===== config.mk =====
export PLATFORM = sky130hd
export DESIGN_NAME = beam_frame_ctrl
export DESIGN_NICKNAME = d
export VERILOG_FILES = /design/src/rtl/beam_ctrl_pkg.sv /design/src/rtl/beam_weight_bank.sv /design/src/rtl/beam_frame_ctrl.sv
export SDC_FILE = /design/constraint.sdc
export NUM_CORES = 1
export LEC_CHECK = 0
export ABC_AREA = 1
export ABC_CLOCK_PERIOD_IN_PS = 7600
export CAP_MARGIN = 0
export CORE_ASPECT_RATIO = 1.75
export CORE_MARGIN = 1.5
export CORE_UTILIZATION = 35
export CTS_CLUSTER_DIAMETER = 40
export DETAILED_ROUTE_END_ITERATION = 7
export PLACE_DENSITY_LB_ADDON = 0.3
export SLEW_MARGIN = 30
export SYNTH_ARGS = -nofsm -noshare
export SYNTH_HDL_FRONTEND = slang
export SYNTH_SLANG_ARGS = --single-unit

===== constraint.sdc =====
create_clock -name clock -period 7.6 [get_ports clock]
set_input_delay 1.52 -clock clock [delete_from_list [all_inputs] [get_ports clock]]
set_output_delay 1.52 -clock clock [all_outputs]
set_load 0.1 [all_outputs]

===== src/rtl/beam_ctrl_pkg.sv =====
// rtl/beam_ctrl_pkg.sv - shared types and defaults for the beam frame controller
package beam_ctrl_pkg;

   localparam int WEIGHT_WIDTH_DEF = 8;
   localparam logic [WEIGHT_WIDTH_DEF-1:0] WEIGHT_RST_DEF = 8'h7F;

   typedef enum logic [1:0] {IDLE, RUN, SWAP} state_t;

   // Field order mirrors the cfg_wdata layout {imag, real}.
   typedef struct packed {
      logic [WEIGHT_WIDTH_DEF-1:0] im;
      logic [WEIGHT_WIDTH_DEF-1:0] re;
   } weight_t;

endpackage


===== src/rtl/beam_weight_bank.sv =====
// rtl/beam_weight_bank.sv - double-buffered per-channel complex beam weights
module beam_weight_bank
   import beam_ctrl_pkg::*;
#(
   parameter int NUM_CH = 4,
   parameter int WEIGHT_WIDTH = WEIGHT_WIDTH_DEF,
   parameter logic [WEIGHT_WIDTH-1:0] WEIGHT_RST = WEIGHT_RST_DEF
) (
   input  logic                             clock,
   input  logic                             resetn,
   input  logic                             we,
   input  logic [$clog2(NUM_CH)-1:0]        addr,
   input  logic [2*WEIGHT_WIDTH-1:0]        wdata,
   input  logic                             swap,
   output logic [NUM_CH*WEIGHT_WIDTH-1:0]   w_real,
   output logic [NUM_CH*WEIGHT_WIDTH-1:0]   w_imag
);

   logic [WEIGHT_WIDTH-1:0] sh_re [NUM_CH];
   logic [WEIGHT_WIDTH-1:0] sh_im [NUM_CH];
   logic [WEIGHT_WIDTH-1:0] ac_re [NUM_CH];
   logic [WEIGHT_WIDTH-1:0] ac_im [NUM_CH];

   // The copy reads the old shadow, so a write landing in the swap cycle waits for the next swap.
   always_ff @(posedge clock) begin
      if (!resetn) begin
         for (int i = 0; i < NUM_CH; i++) begin
            sh_re[i] <= WEIGHT_RST;
            sh_im[i] <= '0;
            ac_re[i] <= WEIGHT_RST;
            ac_im[i] <= '0;
         end
      end else begin
         if (swap) begin
            for (int i = 0; i < NUM_CH; i++) begin
               ac_re[i] <= sh_re[i];
               ac_im[i] <= sh_im[i];
            end
         end
         if (we) begin
            sh_re[addr] <= wdata[WEIGHT_WIDTH-1:0];
            sh_im[addr] <= wdata[2*WEIGHT_WIDTH-1:WEIGHT_WIDTH];
         end
      end
   end

   for (genvar g = 0; g < NUM_CH; g++) begin : g_out
      assign w_real[g*WEIGHT_WIDTH +: WEIGHT_WIDTH] = ac_re[g];
      assign w_imag[g*WEIGHT_WIDTH +: WEIGHT_WIDTH] = ac_im[g];
   end

endmodule


===== src/rtl/beam_frame_ctrl.sv =====
// rtl/beam_frame_ctrl.sv - joins channel streams, frames adder beats, swaps weights at frame edges
// Optional skew monitor enabled by defining BEAM_SKEW_MON_EN.
module beam_frame_ctrl
   import beam_ctrl_pkg::*;
#(
   parameter int NUM_CH = 4,
   parameter int WEIGHT_WIDTH = WEIGHT_WIDTH_DEF,
   parameter int LEN_WIDTH = 16,
   parameter logic [WEIGHT_WIDTH-1:0] WEIGHT_RST = WEIGHT_RST_DEF,
   parameter int SKEW_LIMIT = 64
) (
   input  logic                             clock,
   input  logic                             resetn,
   input  logic                             enable,
   input  logic [LEN_WIDTH-1:0]             frame_len,
   input  logic [NUM_CH-1:0]                s_valid,
   input  logic [NUM_CH-1:0]                s_last,
   output logic [NUM_CH-1:0]                s_ready,
   output logic                             m_valid,
   input  logic                             m_ready,
   output logic                             m_last,
   input  logic                             cfg_we,
   input  logic [$clog2(NUM_CH)-1:0]        cfg_addr,
   input  logic [2*WEIGHT_WIDTH-1:0]        cfg_wdata,
   input  logic                             cfg_commit,
   output logic [NUM_CH*WEIGHT_WIDTH-1:0]   w_real,
   output logic [NUM_CH*WEIGHT_WIDTH-1:0]   w_imag,
   output logic                             commit_pending,
   output logic [LEN_WIDTH-1:0]             frame_cnt,
   input  logic                             err_clr,
   output logic                             err_last,
   output logic                             err_skew
);

   state_t               state;
   logic [LEN_WIDTH-1:0] len_q;
   logic [LEN_WIDTH-1:0] beat_cnt;
   logic [LEN_WIDTH-1:0] len_next;
   logic                 fire;

   assign len_next = (frame_len == '0) ? LEN_WIDTH'(1) : frame_len;
   assign m_valid  = (state == RUN) & (&s_valid);
   assign m_last   = m_valid & (beat_cnt == len_q - LEN_WIDTH'(1));
   assign fire     = m_valid & m_ready;
   assign s_ready  = {NUM_CH{fire}};

   always_ff @(posedge clock) begin
      if (!resetn) begin
         state          <= IDLE;
         len_q          <= LEN_WIDTH'(1);
         beat_cnt       <= '0;
         frame_cnt      <= '0;
         commit_pending <= 1'b0;
         err_last       <= 1'b0;
      end else begin
         // A commit arriving during the swap stays pending for the next frame boundary.
         if (cfg_commit)
            commit_pending <= 1'b1;
         else if (state == SWAP)
            commit_pending <= 1'b0;

         case (state)
            IDLE: begin
               if (commit_pending) begin
                  state <= SWAP;
               end else if (enable) begin
                  len_q    <= len_next;
                  beat_cnt <= '0;
                  state    <= RUN;
               end
            end
            RUN: begin
               if (fire) begin
                  if (m_last) begin
                     beat_cnt  <= '0;
                     frame_cnt <= frame_cnt + LEN_WIDTH'(1);
                     if (commit_pending || cfg_commit)
                        state <= SWAP;
                     else if (!enable)
                        state <= IDLE;
                  end else begin
                     beat_cnt <= beat_cnt + LEN_WIDTH'(1);
                  end
               end
            end
            SWAP: begin
               if (enable) begin
                  len_q    <= len_next;
                  beat_cnt <= '0;
                  state    <= RUN;
               end else begin
                  state <= IDLE;
               end
            end
            default: state <= IDLE;
         endcase

         if (fire && (s_last != {NUM_CH{m_last}}))
            err_last <= 1'b1;
         else if (err_clr)
            err_last <= 1'b0;
      end
   end

   beam_weight_bank #(
      .NUM_CH       (NUM_CH),
      .WEIGHT_WIDTH (WEIGHT_WIDTH),
      .WEIGHT_RST   (WEIGHT_RST)
   ) u_bank (
      .clock  (clock),
      .resetn (resetn),
      .we     (cfg_we),
      .addr   (cfg_addr),
      .wdata  (cfg_wdata),
      .swap   (state == SWAP),
      .w_real (w_real),
      .w_imag (w_imag)
   );

`ifdef BEAM_SKEW_MON_EN
   localparam logic [LEN_WIDTH-1:0] SKEW_MAX = LEN_WIDTH'(SKEW_LIMIT - 1);
   logic [LEN_WIDTH-1:0] skew_cnt;
   logic                 skew_err_q;
   logic                 skewed;

   assign skewed = (state == RUN) & (|s_valid) & ~(&s_valid);

   // Counter saturates one short of the limit; the error re-arms every cycle skew persists.
   always_ff @(posedge clock) begin
      if (!resetn) begin
         skew_cnt   <= '0;
         skew_err_q <= 1'b0;
      end else begin
         if (!skewed)
            skew_cnt <= '0;
         else if (skew_cnt != SKEW_MAX)
            skew_cnt <= skew_cnt + LEN_WIDTH'(1);
         if (skewed && (skew_cnt == SKEW_MAX))
            skew_err_q <= 1'b1;
         else if (err_clr)
            skew_err_q <= 1'b0;
      end
   end

   assign err_skew = skew_err_q;
`else
   logic unused_skew_limit;
   assign unused_skew_limit = (SKEW_LIMIT != 0);
   assign err_skew = 1'b0;
`endif

endmodule


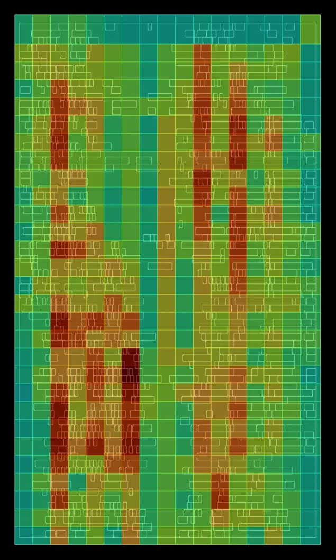
(images/congestion.png)
Global Route met3 Usage: 3.516%
per-cell routed wire length: 13.96 um

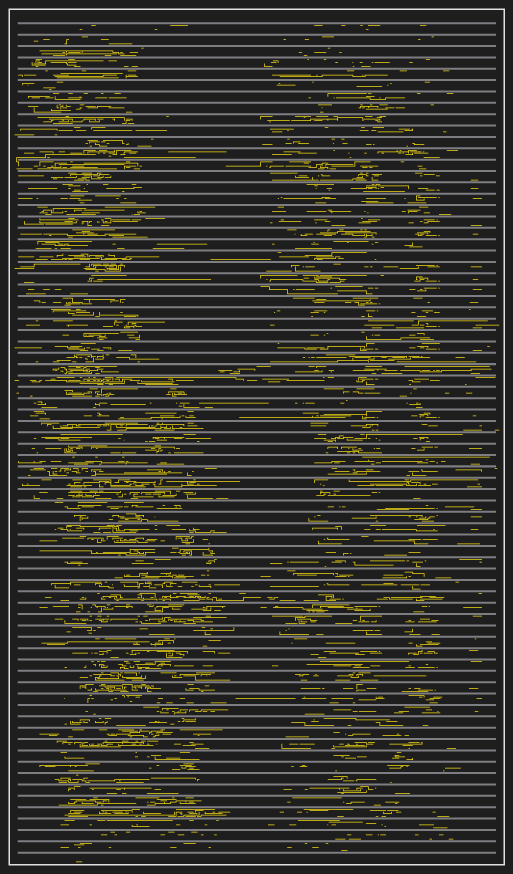
(images/layer_met1.png)
Supply wires on this layer in gray.
964 nets have wire on it. The longest straight run is 30.4 um. The wires run mostly horizontal. The layer holds 35% of the routed length. The layer carries 6440 um of wire.

==> reports/results.ini <==
[status]
status=completed

[cells_and_area]
comb_area_share_pct=25.52
drive_gt1_share_pct=7.640
area_delta_synth_final_pct=27.62
fin_area_um2=10360
num-fill-cells=2178
nNetsFinal=1074
nonClkBufAreaFrac_pct=13.57

[power]
ir_worst_vdd_v=0.0001114
p_leak_nw=3.929

[routing]
dr.pass1.iters=4
met1_length_um=6435
drt_iter0_drc=253
drt-vias-per-instance=4.614

[placed_design]
gp_congestion=0.9195
placement.cell_area_um2=9779
placed_cells=1303
io_buffers=136

[grt]
grt_remaining_overflow=0
grt_pass1_vias=5983
antenna_found_initial=0
grt_use_met1_pct=14.75
grt_use_total_pct=16.01

[synthesis]
xor_share_pct=3.237
yosysSeqAreaShare_pct=60.17
yosys.area_share.adder_pct=0.4624
edf_count=128
mux_share_pct=0
logic_family=simple AND/OR/NAND/NOR gates
simple_gate_area_share_pct=25.20
syn_area_um2=8118
ys_types=33
synth_flop_count=180
ys_sh_aoi_pct=3.545

[floorplan]
row_count=73
core-area_um2=22740

[clocking]
htreeDepth=4
cts_buffers=17
clock-root-buffer=clkbuf_16
cts_buffer_depth=2
postCtsSetupBuffers=0

[critical_path]
crit_path_max_fanout=18
rr_worst_depth=13
critPathBufInv=3
crit_chain=clkdlybuf4s50_1 -> nand2_1 -> nor3_4 -> buf_4 -> nand2_1 -> nor2_1 -> nand3_1 -> nor2_1 -> nand2_1 -> nor2_2 -> clkdlybuf4s50_1
crit_type=input port to output port

[hold_path]
whs_path_depth=2

-- cell usage in the layout (no fill, tap or decap), types with 5 or more instances in the layout --
master / synthesis / final
nand4_1: 26 / 26
clkbuf_16: 0 / 17
clkinv_1: 7 / 8
inv_1: 117 / 117
xor2_1: 19 / 19
o21ai_0: 9 / 9
nor2_2: 5 / 5
nand2_1: 198 / 197
nor3_1: 21 / 21
xnor2_1: 11 / 11
or2_2: 28 / 28
nor2_1: 138 / 138
edfxtp_1: 128 / 128
nand3_1: 35 / 35
a211oi_1: 7 / 7
buf_4: 7 / 6
clkdlybuf4s50_1: 0 / 136
a21oi_1: 33 / 33
dfxtp_1: 52 / 52
nor4_1: 6 / 6
nand2_2: 4 / 5
-- power by group --
part           switching (mW)  internal [mW]
clock                   0.387          0.486
combinational           0.234         0.0873
sequential             0.0218           1.10
Power figures rest on the tool's default switching activity, not on a simulated workload.
